Figure 1. Clock wires, drivers and flops (run 1).
The bar under the picture is 50 um long.
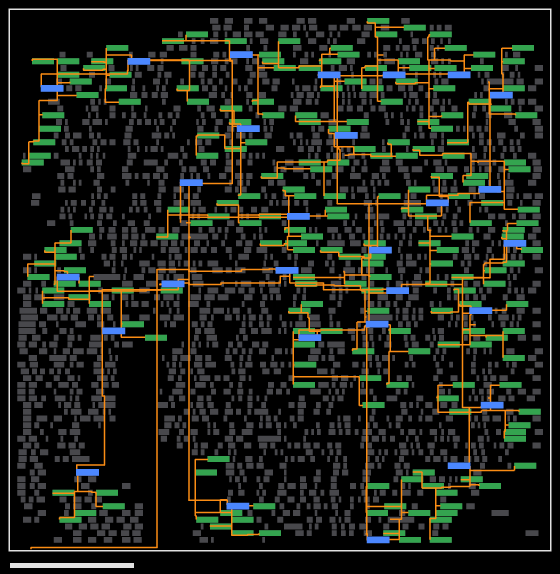
Figure 2. Where the registers sit (run 1).
The bar under the picture is 50 um long.
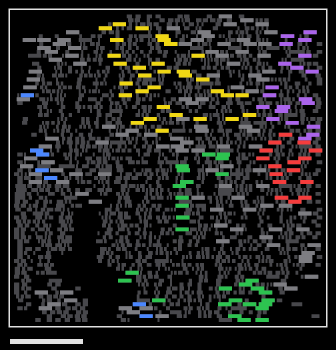
Figure 3. Congestion heat map (run 1).
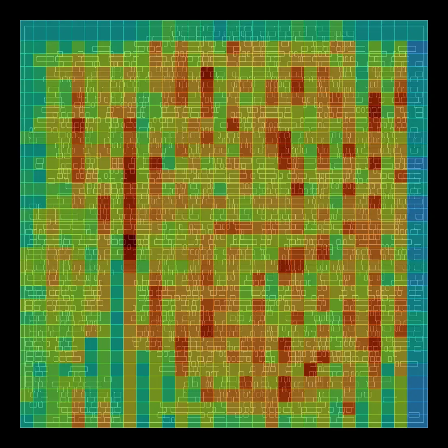
Figure 4. Placed cells, one color a class (run 1).
The bar under the picture is 50 um long.
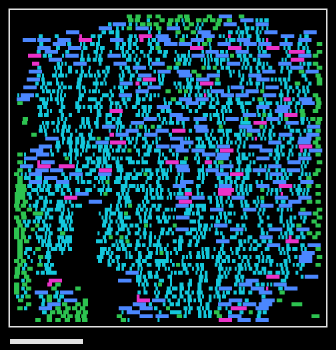
**config.mk**
```make
export PLATFORM = sky130hd
export DESIGN_NAME = julia_fb_render_ctrl
export DESIGN_NICKNAME = d
export VERILOG_FILES = /design/src/rtl/julia_fb_render_ctrl.sv
export SDC_FILE = /design/constraint.sdc
export NUM_CORES = 1
export LEC_CHECK = 0
export CAP_MARGIN = 10
export CELL_PAD_IN_SITES_DETAIL_PLACEMENT = 1
export CELL_PAD_IN_SITES_GLOBAL_PLACEMENT = 2
export CORE_MARGIN = 2
export CORE_UTILIZATION = 35
export DETAILED_ROUTE_END_ITERATION = 7
export GPL_ROUTABILITY_DRIVEN = 1
export PLACE_DENSITY_LB_ADDON = 0.3
export SLEW_MARGIN = 20
export SYNTH_ARGS = -nofsm -noshare
export SYNTH_HDL_FRONTEND = slang
export SYNTH_SLANG_ARGS = --single-unit
```
**constraint.sdc**
```tcl
create_clock -name clk -period 5.6 [get_ports clk]
set_input_delay 1.12 -clock clk [delete_from_list [all_inputs] [get_ports clk]]
set_output_delay 1.12 -clock clk [all_outputs]
set_load 0.05 [all_outputs]
```
**src/rtl/julia_fb_render_ctrl.sv**
```systemverilog
`default_nettype none
// ============================================================================
//  Module   : julia_fb_render_ctrl
//  Brief    : Julia framebuffer render controller with pan/zoom/invert.
//             Feeds coordinates to the engine, quantises results into the
//             frame BRAM and drives gray RGB from the display read port.
//  Revision : 1.0  initial release
// ============================================================================
module julia_fb_render_ctrl #(
    parameter int          H_RES    = 1280,
    parameter int          V_RES    = 720,
    parameter int          PIX_W    = 4,
    parameter int          ITER_W   = 9,
    parameter int          MAX_ITER = 256,
    parameter int          ZOOM_LV  = 4,
    parameter logic [31:0] RE_HALF  = 32'h0004_0000,
    parameter logic [31:0] IM_HALF  = 32'h0002_4000,
    parameter int          AW       = 20,
    localparam int         ZW       = (ZOOM_LV > 1) ? $clog2(ZOOM_LV) : 1
) (
    input  logic              clk,
    input  logic              rst,
    input  logic [6:0]        btn,
    input  logic              mode,
    output logic              c_change,
    output logic              eng_req_valid,
    input  logic              eng_req_ready,
    output logic [31:0]       eng_x_com,
    output logic [31:0]       eng_y_com,
    input  logic              eng_res_valid,
    input  logic [ITER_W-1:0] eng_res_iter,
    output logic              bram_we,
    output logic [AW-1:0]     bram_waddr,
    output logic [PIX_W-1:0]  bram_wdata,
    input  logic [15:0]       sx,
    input  logic [15:0]       sy,
    output logic [AW-1:0]     bram_raddr,
    input  logic [PIX_W-1:0]  bram_rdata,
    output logic [7:0]        o_red,
    output logic [7:0]        o_green,
    output logic [7:0]        o_blue,
    output logic              frame_done,
    output logic [ZW-1:0]     zoom_level
);

    localparam logic signed [31:0] C_RE_HALF = RE_HALF;
    localparam logic signed [31:0] C_IM_HALF = IM_HALF;
    localparam logic signed [31:0] C_STEP_X  = 32'((64'(RE_HALF) * 64'd2) / 64'(H_RES - 1));
    localparam logic signed [31:0] C_STEP_Y  = 32'((64'(IM_HALF) * 64'd2) / 64'(V_RES - 1));
    localparam logic [ZW-1:0]      C_ZMAX    = ZW'(ZOOM_LV - 1);
    localparam int                 C_QSH     = $clog2(MAX_ITER) - PIX_W;
    localparam int                 C_REP     = (8 + PIX_W - 1) / PIX_W;
    localparam logic [15:0]        C_PX_LAST = 16'(H_RES - 1);
    localparam logic [15:0]        C_PY_LAST = 16'(V_RES - 1);

    typedef enum logic [1:0] {
        S_INIT  = 2'd0,
        S_ISSUE = 2'd1,
        S_WAIT  = 2'd2,
        S_WRITE = 2'd3
    } state_t;

    function automatic logic signed [31:0] f_clamp(input logic signed [32:0] v,
                                                   input logic signed [31:0] lim);
        logic signed [32:0] hi;
        hi = 33'(lim);
        if (v > hi)
            return lim;
        else if (v < -hi)
            return -lim;
        return v[31:0];
    endfunction

    // ---------------- button synchroniser and press detect ----------------
    logic [6:0] r_btn_s1, r_btn_s2, r_btn_d;
    logic [6:0] w_press;
    logic       w_any_press;

    always_ff @(posedge clk or negedge rst) begin
        if (!rst) begin
            r_btn_s1 <= '0;
            r_btn_s2 <= '0;
            r_btn_d  <= '0;
        end else begin
            r_btn_s1 <= ~btn;
            r_btn_s2 <= r_btn_s1;
            r_btn_d  <= r_btn_s2;
        end
    end

    assign w_press     = r_btn_s2 & ~r_btn_d;
    assign w_any_press = |w_press;

    // ---------------- view registers ----------------
    logic [ZW-1:0]       r_zoom, w_zoom_next;
    logic signed [31:0]  r_cx, r_cy, w_cx_next, w_cy_next;
    logic signed [31:0]  w_dx, w_dy, w_step_x, w_step_y, w_x0, w_y0;

    assign w_dx     = C_RE_HALF >>> (32'(r_zoom) + 32'd2);
    assign w_dy     = C_IM_HALF >>> (32'(r_zoom) + 32'd2);
    assign w_step_x = C_STEP_X >>> r_zoom;
    assign w_step_y = C_STEP_Y >>> r_zoom;
    assign w_x0     = r_cx - (C_RE_HALF >>> r_zoom);
    assign w_y0     = r_cy + (C_IM_HALF >>> r_zoom);

    // Only the highest-priority view press of a cycle takes effect.
    always_comb begin
        w_zoom_next = r_zoom;
        w_cx_next   = r_cx;
        w_cy_next   = r_cy;
        if (w_press[1]) begin
            if (r_zoom != C_ZMAX)
                w_zoom_next = r_zoom + 1'b1;
        end else if (w_press[2]) begin
            if (r_zoom != '0)
                w_zoom_next = r_zoom - 1'b1;
        end else if (w_press[3]) begin
            w_cx_next = f_clamp(33'(r_cx) - 33'(w_dx), C_RE_HALF);
        end else if (w_press[4]) begin
            w_cx_next = f_clamp(33'(r_cx) + 33'(w_dx), C_RE_HALF);
        end else if (w_press[5]) begin
            w_cy_next = f_clamp(33'(r_cy) + 33'(w_dy), C_IM_HALF);
        end else if (w_press[6]) begin
            w_cy_next = f_clamp(33'(r_cy) - 33'(w_dy), C_IM_HALF);
        end
    end

    always_ff @(posedge clk or negedge rst) begin
        if (!rst) begin
            r_zoom <= '0;
            r_cx   <= '0;
            r_cy   <= '0;
        end else begin
            r_zoom <= w_zoom_next;
            r_cx   <= w_cx_next;
            r_cy   <= w_cy_next;
        end
    end

    // ---------------- render FSM ----------------
    state_t             r_state;
    logic               r_req_valid, r_we, r_frame_done, r_c_change, r_pend;
    logic signed [31:0] r_x, r_y;
    logic [15:0]        r_px, r_py;
    logic [AW-1:0]      r_addr;
    logic [PIX_W-1:0]   r_wdata, w_quant;

    assign w_quant = ({1'b0, eng_res_iter} >= (ITER_W + 1)'(MAX_ITER)) ? '1
                   : PIX_W'(eng_res_iter >> C_QSH);

    always_ff @(posedge clk or negedge rst) begin
        if (!rst) begin
            r_state      <= S_INIT;
            r_req_valid  <= 1'b0;
            r_we         <= 1'b0;
            r_frame_done <= 1'b0;
            r_c_change   <= 1'b0;
            r_pend       <= 1'b0;
            r_x          <= '0;
            r_y          <= '0;
            r_px         <= '0;
            r_py         <= '0;
            r_addr       <= '0;
            r_wdata      <= '0;
        end else begin
            r_we         <= 1'b0;
            r_frame_done <= 1'b0;
            r_c_change   <= w_press[0];
            if (w_any_press)
                r_pend <= 1'b1;
            case (r_state)
                S_INIT: begin
                    r_x         <= w_x0;
                    r_y         <= w_y0;
                    r_req_valid <= 1'b1;
                    r_state     <= S_ISSUE;
                end
                S_ISSUE: begin
                    if (eng_req_ready) begin
                        r_req_valid <= 1'b0;
                        r_state     <= S_WAIT;
                    end
                end
                S_WAIT: begin
                    if (eng_res_valid) begin
                        if (r_pend) begin
                            // Restart: drop this result and rescan from the top-left.
                            if (!w_any_press)
                                r_pend <= 1'b0;
                            r_px        <= '0;
                            r_py        <= '0;
                            r_addr      <= '0;
                            r_x         <= w_x0;
                            r_y         <= w_y0;
                            r_req_valid <= 1'b1;
                            r_state     <= S_ISSUE;
                        end else begin
                            r_wdata <= w_quant;
                            r_we    <= 1'b1;
                            r_state <= S_WRITE;
                        end
                    end
                end
                S_WRITE: begin
                    if (r_px == C_PX_LAST) begin
                        r_px <= '0;
                        r_x  <= w_x0;
                        if (r_py == C_PY_LAST) begin
                            r_py         <= '0;
                            r_addr       <= '0;
                            r_y          <= w_y0;
                            r_frame_done <= 1'b1;
                        end else begin
                            r_py   <= r_py + 16'd1;
                            r_addr <= r_addr + 1'b1;
                            r_y    <= r_y - w_step_y;
                        end
                    end else begin
                        r_px   <= r_px + 16'd1;
                        r_addr <= r_addr + 1'b1;
                        r_x    <= r_x + w_step_x;
                    end
                    r_req_valid <= 1'b1;
                    r_state     <= S_ISSUE;
                end
                default: r_state <= S_INIT;
            endcase
        end
    end

    // ---------------- display read path ----------------
    logic          w_vis, r_vis_d;
    logic [7:0]    w_gray, r_rgb;
    logic [AW-1:0] w_raddr_lin;

    assign w_vis       = (sx < 16'(H_RES)) && (sy < 16'(V_RES));
    assign w_raddr_lin = AW'(sx) + AW'(sy) * AW'(H_RES);
    assign bram_raddr  = w_vis ? w_raddr_lin : '0;
    assign w_gray      = 8'({C_REP{bram_rdata}} >> (C_REP * PIX_W - 8));

    always_ff @(posedge clk or negedge rst) begin
        if (!rst) begin
            r_vis_d <= 1'b0;
            r_rgb   <= '0;
        end else begin
            r_vis_d <= w_vis;
            r_rgb   <= r_vis_d ? (mode ? ~w_gray : w_gray) : 8'h00;
        end
    end

    assign c_change      = r_c_change;
    assign eng_req_valid = r_req_valid;
    assign eng_x_com     = r_x;
    assign eng_y_com     = r_y;
    assign bram_we       = r_we;
    assign bram_waddr    = r_addr;
    assign bram_wdata    = r_wdata;
    assign frame_done    = r_frame_done;
    assign zoom_level    = r_zoom;
    assign o_red         = r_rgb;
    assign o_green       = r_rgb;
    assign o_blue        = r_rgb;

endmodule
`default_nettype wire

```
==> results.cfg, run 1 <==
; generated from flow reports
[yosys]
synth-compound-area-share = 0.2272
yosysTopAreaCell = dfrtp_1
ys_seq_share = 0.3328
muxShareOfSynthArea = 0.004062
synth.top_cells.by_count = 213 x dfrtp_1, 178 x nor2_1, 160 x nand2_1, 128 x o21ai_0, 102 x ha_1
synth_area_per_cell_um2 = 8.381
synth-async-reset-ratio = 1.000
synth.area.top_cells = dfrtp_1 33%, ha_1 8.0%, nor2_1 4.2%
ys_sh_adder = 0.08593
ff_type = dfrtp_1
syn_area_mm2 = 0.01602
ys.flops = 213
syn_inst = 1911
most_common_cell = dfrtp_1

[run_status]
status = finished clean

[clocking]
ctsHoldBuffers = 0
cts.sinks = 213
cts_htree_levels = 1
clk_path_buf_depth = 3
cts_resized = 0
cts_tree = built

[sta]
finalSetupViolCount = 0
hold_ws_ns = 0.3471
slew_headroom = 0.3298
max_slew.worst_pin.slew_ns = 1.005
slew_violations = 0

[flow_run]
cap_violations = 0
warnings = 57

[worst_setup_path]
cp_slowest_cell = clkdlybuf4s50_1
path_cells = clkdlybuf4s50_1, ha_1, ha_1, inv_1, fa_1, inv_1, ha_1, inv_1, o21bai_1, a21oi_1, nor2b_1, o21ai_0, nand2b_1, xnor2_1, nor2_1, buf_12
path_class = in2out
worst-r2r-cell-count = 14
cp.arrival_ns = 4.22
crit_end = bram_raddr[16]
r2r-end = r_cy[21]
cpPeakStageDelay_ns = 0.48
rrSetupSlack_ns = 0.45

[placed_design]
gp_congestion = 0.9019
place_inst = 2626

[die]
rows = 78
dieArea_mm2 = 0.04749
die_h_um = 217.9
design.core.area_mm2 = 0.04528
die_w_um = 217.9
fp_util = 0.3537

[route]
vias = 15240
top_layer = met4
postRouteAntennaNets = 0
met1_length_um = 25220
post-route-drc-count = 0

[worst_hold_path]
hold_end = r_btn_s2[4]
min_path_cells = 0

[power]
p_sw_uw = 5716
p_leak_uw = 0.008203
p_comb_frac = 0.595
clockPowerShare = 0.170
peakVddDrop_v = 0.0002944
total_power_uw = 11300
seqPwrFrac = 0.235

[global_route]
grt_max_degree = 108

[cells_and_area]
final_area_mm2 = 0.01952
antenna_cells = 0
Notes on Figure 1 above:
clock wires -> orange  # length 3,620 um
flip-flops -> green  # count 213
clock drivers -> blue  # count 28
flops lie = all over the die

Notes on Figure 2 above:
`r_py` -> red  # sequential cells 16, where east
`r_cy` -> green  # sequential cells 29
`eng_x_com` -> yellow  # sequential cells 32, where north
`bram_waddr` -> purple  # sequential cells 20
`r_btn_s2` -> blue  # sequential cells 7
not colored = 109

Notes on Figure 3 above:
final core utilization: 0.4310
met3 usage: 0.02943
M2 GR Usage: 0.3709
drt wl/cell: 20.05 um

Notes on Figure 4 above:
combinational and other logic -> cyan  # cells 1,586
flops -> blue  # cells 213
clock drivers and dummy loads -> magenta  # cells 52
other buffers and delay cells -> green  # cells 227

==> run 1: logic make-up (layout without fill, tap and decap cells) <==
logic type	count (synthesis)	in the layout
simple gates	732	732
compound gates	535	535
flops	213	213
xor+xnor	120	120
buf+inv	198	365
fa+ha+maj	107	107
mux	6	6
==> run 1: power by group through the flow <==
stage | combinational (uW) | sequential, uW | clock (uW)
after floorplan | 4080 | 3060 | 0
after CTS | 6730 | 2650 | 1980
after global placement | 6530 | 2650 | 0
after detailed placement | 6680 | 2670 | 0
final | 6730 | 2650 | 1920
after global routing | 7400 | 2730 | 2040
==> run 1: layout by cell type (no fill, tap or decap), types with 57 or more instances in the layout <==
cell	count
o21ai_0	127
inv_1	86
clkdlybuf4s50_1	182
nand2_1	159
nor3_1	61
dfrtp_1	213
nand3_1	68
xor2_1	57
a21oi_1	93
xnor2_1	62
nor2_1	174
ha_1	102
==> run 1: final cells by class <==
type                    instances  area, um^2
well taps                     600       750.7
flip-flops and latches        213        5330
inverters                      86       322.8
repair buffers                227        2242
clock buffers                  37       774.5
fillers                      5345       25770
multi-input cells            1500        9884
clock inverters                15       212.7
==> run 1: sequential cells by signal, summed over array words and instances (netlist names), 16 cells and up <==
register	cells
bram_waddr	20
r_py	16
eng_x_com	32
r_cy	29
r_px	16
r_cx	29
eng_y_com	32
==> run 1: per-layer routing <==
layer / vias to the layer above / track usage
met1: 7601 / 0.3143
met5: - / 0
met2: 323 / 0.3709
li1: 7247 / -
met4: 0 / 0.05102
met3: 64 / 0.02943
==> run 1: worst max-delay path: cells and delay by family <==
| family | cells | cell delay, ns |
|---|---|---|
| fa+ha+maj | 4 | 1.24 |
| compound gates | 3 | 0.45 |
| simple gates | 3 | 0.42 |
| buf+inv | 5 | 0.85 |
| xor+xnor | 1 | 0.14 |
==> run 2: changes to the inputs <==
CORE_ASPECT_RATIO = 0.7   (was unset)
==> run 2 against run 1 <==
Compared with the run above: final cell count hardly changed; hold slack better by 0.0019 ns; via count is 1.5% higher; clock skew is 0.0031 ns lower; cell area is 0.73% lower; sequential cell count stayed put; clock power is 11% lower; register-to-register slack hardly changed; critical path depth is 1 lower; critical path type unchanged; highest routed layer unchanged.
==> results.cfg, run 2 <==
; generated from flow reports
[power]
p_leak_uw = 0.008144
total_power_uw = 11260
peakVddDrop_v = 0.0002595

[cells_and_area]
fillers = 5313
most-common-layout-cells = 213 x dfrtp_1, 181 x clkdlybuf4s50_1, 175 x nor2_1
lay_top_count = dfrtp_1
syn_to_final_growth_pct = 20.97
logic_area_mm2 = 0.009887

[route]
postRouteAntennaNets = 0
first_pass_iters = 5
post-route-drc-count = 0
vias = 15460
drt_wl_total_um = 58550

[worst_setup_path]
worst_setup_path_start_kind = input port
cp_slowest_cell = clkdlybuf4s50_1
worst-path-stages = 15
crit_end = bram_raddr[19]
cpPeakStageDelay_ns = 0.48
r2r-start = zoom_level[0]
worst-r2r-cell-count = 16
rrSetupSlack_ns = 0.45
r2r-end = r_cy[21]
path_cells = clkdlybuf4s50_1, ha_1, ha_1, inv_1, fa_1, nor2b_1, o21ai_1, a21boi_1, nor2_1, ha_1, nor2b_2, o2111ai_1, xnor2_1, nor2_1, buf_12
crit_path_frequent_cell = ha_1
path_class = in2out
cpLargestDelayFamily = adder cells
startpoint = sy[3]
cp_num_buf_inv = 3
cp.arrival_ns = 4.25

[yosys]
ys.flops = 213
yosys.area_share.simple = 0.2319
ff_type = dfrtp_1
ys_cells = 1911
edf_count = 0
syn_inst = 1911
xor_area_frac = 0.06562
syn_area_mm2 = 0.01602
yosysTopAreaCell = dfrtp_1
synth.top_cells.by_count = 213 x dfrtp_1, 178 x nor2_1, 160 x nand2_1, 128 x o21ai_0, 102 x ha_1
syn_nets = 2075
synth_area_per_cell_um2 = 8.381
ys_sh_adder = 0.08593
synth-compound-area-share = 0.2272
ys_seq_share = 0.3328
muxShareOfSynthArea = 0.004062
most_common_cell = dfrtp_1
synth.area.top_cells = dfrtp_1 33%, ha_1 8.0%, nor2_1 4.2%
yosys_warnings = 0
synth-async-reset-ratio = 1.000

[clocking]
cts.sinks = 213
cts_htree_levels = 1
cts_resized = 0
clk_path_buf_depth = 3
cts_tree = built
ctsHoldBuffers = 0
clkTransAtPathRegs_ns = 0.06

[sta]
finalSetupViolCount = 0
slew_violations = 0
max_slew.worst_pin.slew_ns = 0.9920
slew_headroom = 0.3387

[die]
dieArea_mm2 = 0.04752
die_w_um = 259.7
die_h_um = 183.0
fp_util = 0.3548
rows = 65
design.core.area_mm2 = 0.04514

[flow_run]
warnings = 53
cap_violations = 0

[worst_hold_path]
hp-class = reg2reg
min_path_cells = 0
hold_end = r_btn_s2[4]

[run_status]
status = finished clean

[global_route]
grt_max_degree = 96
use_met2 = 0.3627
grt.busiest_layer = met1

[placed_design]
place_hpwl_um = 44060
gp_congestion = 0.9096
[run 2: cell count changes in the layout (fill, tap and decap cells not counted), moves of 2 or more]
cell | before | now
clkinv_2 | 6 | 4
clkbuf_1 | 5 | 3
clkinv_4 | 0 | 2
bufinv_16 | 4 | 1
clkbuf_16 | 28 | 25
clkbuf_8 | 4 | 6
buf_4 | 38 | 41
[run 2: per-layer routing]
| layer | vias to the layer above | part of all wire | routed length, um |
|---|---|---|---|
| li1 | 7246 | - | - |
| met5 | - | 0 | 0 |
| met3 | 69 | 0.059 | 3434 |
| met1 | 7764 | 0.49 | 28690 |
| met2 | 382 | 0.43 | 25060 |
| met4 | 0 | 0.023 | 1371 |
[run 2: report_power, final]
part	internal [uW]	total [uW]	switching, uW
Sequential	1910	2660	743
Clock	955	1700	749
Combinational	2510	6900	4390
Total	5380	11300	5880
[run 2: cell type report]
cell class	instances	area share
Clock buffer	34	0.03713
Inverter	86	0.01666
Clock inverter	11	0.005748
Tap cell	603	0.03894
Antenna cell	1	0.0001292
Timing Repair Buffer	229	0.1160
Multi-Input combinational cell	1500	0.5103
Sequential cell	213	0.2751
[run 2: stage by stage]
stage | util | instance area [um^2] | setup WS, ns | hold WS [ns] | instances
3_3_place_gp | 0.4100 | 18500 | 0.2208 | 0.3315 | 2630
2_1_floorplan | - | 16020 | 0.6608 | 0.3312 | 1911
3_5_place_dp | 0.4100 | 18500 | 0.08646 | 0.3362 | 2630
4_1_cts | 0.4284 | 19330 | 0.07448 | 0.3502 | 2675
5_1_grt | 0.4292 | 19370 | -0.01501 | 0.3550 | 2676
6_report | 0.4292 | 19370 | 0.2284 | 0.3489 | 2677
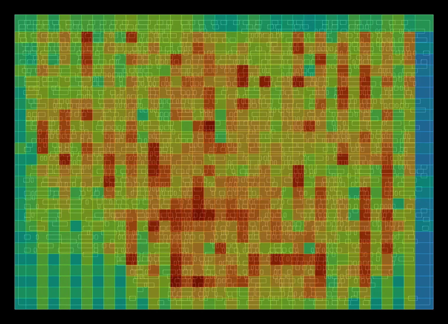
Figure 5: run 2, congestion heat map.
met3 usage: 0.04022
GR Util met1: 0.3702
final core utilization: 0.4292
drt wl/cell: 21.87 um

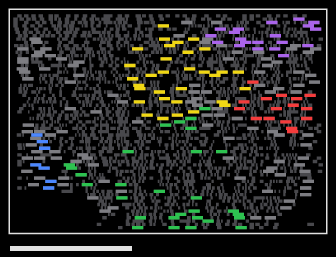
Figure 6: run 2, where the registers sit.
The bar under the picture is 100 um long.
Seq. pwr: 2660 uW
Reg area: 0.005330 mm^2
flop share of the area: 0.2751

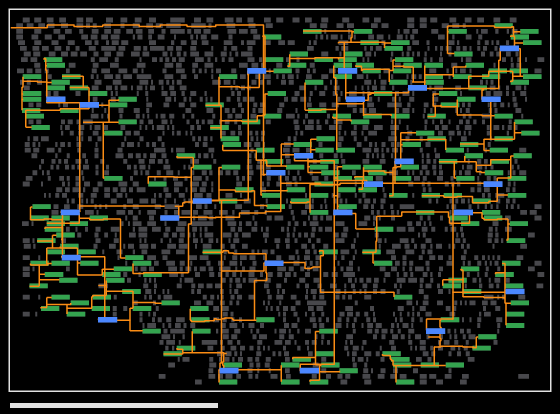
Figure 7: run 2, clock wires, drivers and flops.
The bar under the picture is 100 um long.
clock-net power: 1700 uW
Clock power frac: 0.151
Worst-Skew Late Latency: 0.58 ns
Final Skew: 0.02334 ns

==> run 3: changes to the inputs <==
GPL_ROUTABILITY_DRIVEN = 0   (was 1)
==> run 3 against run 2 <==
Compared with the run above: wire length unchanged; total power did not move; sequential share of layout area did not move; non-clock buffer count is the same; global-route usage unchanged; largest power group unchanged.
==> results.cfg, run 3 <==
; generated from flow reports
[die]
die_w_um = 259.7
die_h_um = 183.0
fp_util = 0.3548
dieArea_mm2 = 0.04752
rows = 65

[clocking]
ctsHoldBuffers = 0
insertion_delay_ns = 0.58
clkTransAtPathRegs_ns = 0.06
cts.sinks = 213
cts_tree = built
cts_htree_levels = 1
clk_path_buf_depth = 3

[global_route]
grt_max_degree = 96
grt_pass1_wl_um = 92830

[route]
vias = 15460
first_pass_iters = 5
wl_per_cell_um = 21.87
post-route-drc-count = 0
vias_per_cell = 5.775
drt_iter0_drc = 1119
postRouteAntennaNets = 0
drt_wl_total_um = 58550

[worst_setup_path]
crit_path_frequent_cell = ha_1
cpLargestDelayFamily = adder cells
rrSetupSlack_ns = 0.45
cpPeakStageDelay_ns = 0.48
cp_slowest_cell = clkdlybuf4s50_1
cp_num_buf_inv = 3
path_class = in2out
worst_setup_path_start_kind = input port
cp.arrival_ns = 4.25

[yosys]
ys.flops = 213
edf_count = 0
synth.top_cells.by_count = 213 x dfrtp_1, 178 x nor2_1, 160 x nand2_1, 128 x o21ai_0, 102 x ha_1
ff_type = dfrtp_1
synth_area_per_cell_um2 = 8.381
yosysTopAreaCell = dfrtp_1
ys_seq_share = 0.3328
syn_nets = 2075
yosys_warnings = 0
ys_cells = 1911
syn_inst = 1911
syn_area_mm2 = 0.01602
most_common_cell = dfrtp_1
synth.area.top_cells = dfrtp_1 33%, ha_1 8.0%, nor2_1 4.2%
synth-async-reset-ratio = 1.000

[cells_and_area]
final_util = 0.4292
lay_top_count = dfrtp_1
most-common-layout-cells = 213 x dfrtp_1, 181 x clkdlybuf4s50_1, 175 x nor2_1
fillers = 5313
layout.cells.non_filler = 2677
syn_to_final_growth_pct = 20.97

[sta]
slew_headroom = 0.3387
worst_clock_skew_ns = 0.02334
fin_ws_ns = 0.2284
finalSetupViolCount = 0
slew_violations = 0
hold_ws_ns = 0.3489
max_slew.worst_pin.slew_ns = 0.9920

[flow_run]
warnings = 53
cap_violations = 0

[placed_design]
dpl_cell_area_mm2 = 0.01850
place_inst = 2630
place_ws_ns = 0.08646
place_hpwl_um = 44060

[run_status]
status = finished clean

[power]
power_density_mw_per_mm2 = 581.2
total_power_uw = 11260
peakVddDrop_v = 0.0002595
p_leak_uw = 0.008144

[worst_hold_path]
hp-class = reg2reg
[run 3: cell counts in the layout (fill, tap and decap cells not counted)]
Identical to the previous run, type by type.
[run 3: layer usage]
metal	track usage	vias up	routed length (um)
met5	0	-	0
met4	0.05563	0	1371
met3	0.04022	69	3434
met2	0.3627	382	25060
met1	0.3702	7764	28690
li1	-	7246	-
[run 3: power by group]
part	leakage, uW	switching, uW	internal (uW)
registers	0.00266	743	1910
clock network	0.000407	749	955
logic	0.00508	4390	2510
total	0.00814	5880	5380
[run 3: kinds of logic (layout without fill, tap and decap cells)]
logic type               count (synthesis)  in the layout  share of synthesized area
AND-OR/OR-AND                          535            535                     0.2272
XOR/XNOR                               120            120                    0.06562
adder cells (fa/ha/maj)                107            107                    0.08593
buffers and inverters                  198            360                    0.05250
flip-flops                             213            213                     0.3328
multiplexers                             6              6                   0.004062
other                                    0              1                          0
AND/OR/NAND/NOR                        732            732                     0.2319
[run 3: repair_timing]
item	CTS	global route
resized	0	10
setup buffers	0	1
endpoints found under the setup margin	0	6
[run 3: cell type report]
class                   count  area, um^2  area share
diodes                      1       2.502   0.0001292
clock buffers              34       719.4     0.03713
clock inverters            11       111.4    0.005748
inverters                  86       322.8     0.01666
multi-input cells        1500        9887      0.5103
flip-flops and latches    213        5330      0.2751
well taps                 603       754.5     0.03894
repair buffers            229        2247      0.1160
[run 3: final timing paths]
kind | start | to | depth (start not counted)
setup / recovery | sy[3] | bram_raddr[19] | 15
hold / removal | r_btn_s1[4] | r_btn_s2[4] | 0
setup reg to reg | zoom_level[0] | r_cy[21] | 16
hold reg to reg | r_btn_s1[4] | r_btn_s2[4] | 0
max in group asynchronous | rst | r_cx[16] | 2
min in group asynchronous | rst | eng_y_com[25] | 1
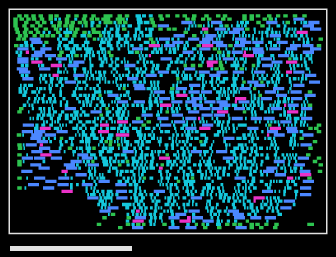
Figure 8: run 3, placed cells, one color a class.
The bar under the picture is 100 um long.
core area: 0.04514 mm^2
Finished Cell Area: 0.01937 mm^2

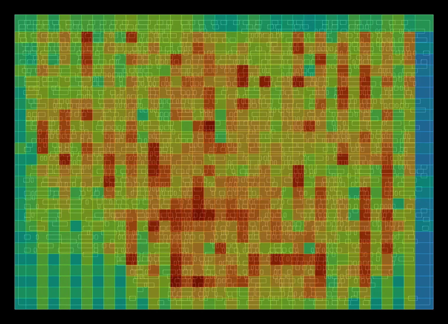
Figure 9: run 3, congestion heat map.
Most Used Layer, Global Route: met1
M2 GR Usage: 0.3627
Tot GR Track Use: 0.2451

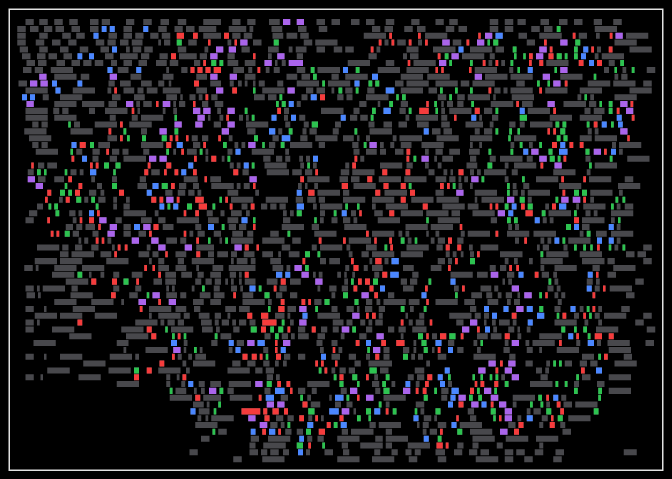
Figure 10: run 3, selected gate families.
XOR/XNOR gates -> purple  # cells 120, most used xnor2_1, where all over the die
NOR gates -> red  # cells 321, most used nor2_1, where all over the die
NAND gates -> green  # cells 282, most used nand2_1, where all over the die
AND and OR gates -> blue  # cells 129, most used and2_1, where all over the die

Power is estimated from default activity; no workload was simulated.
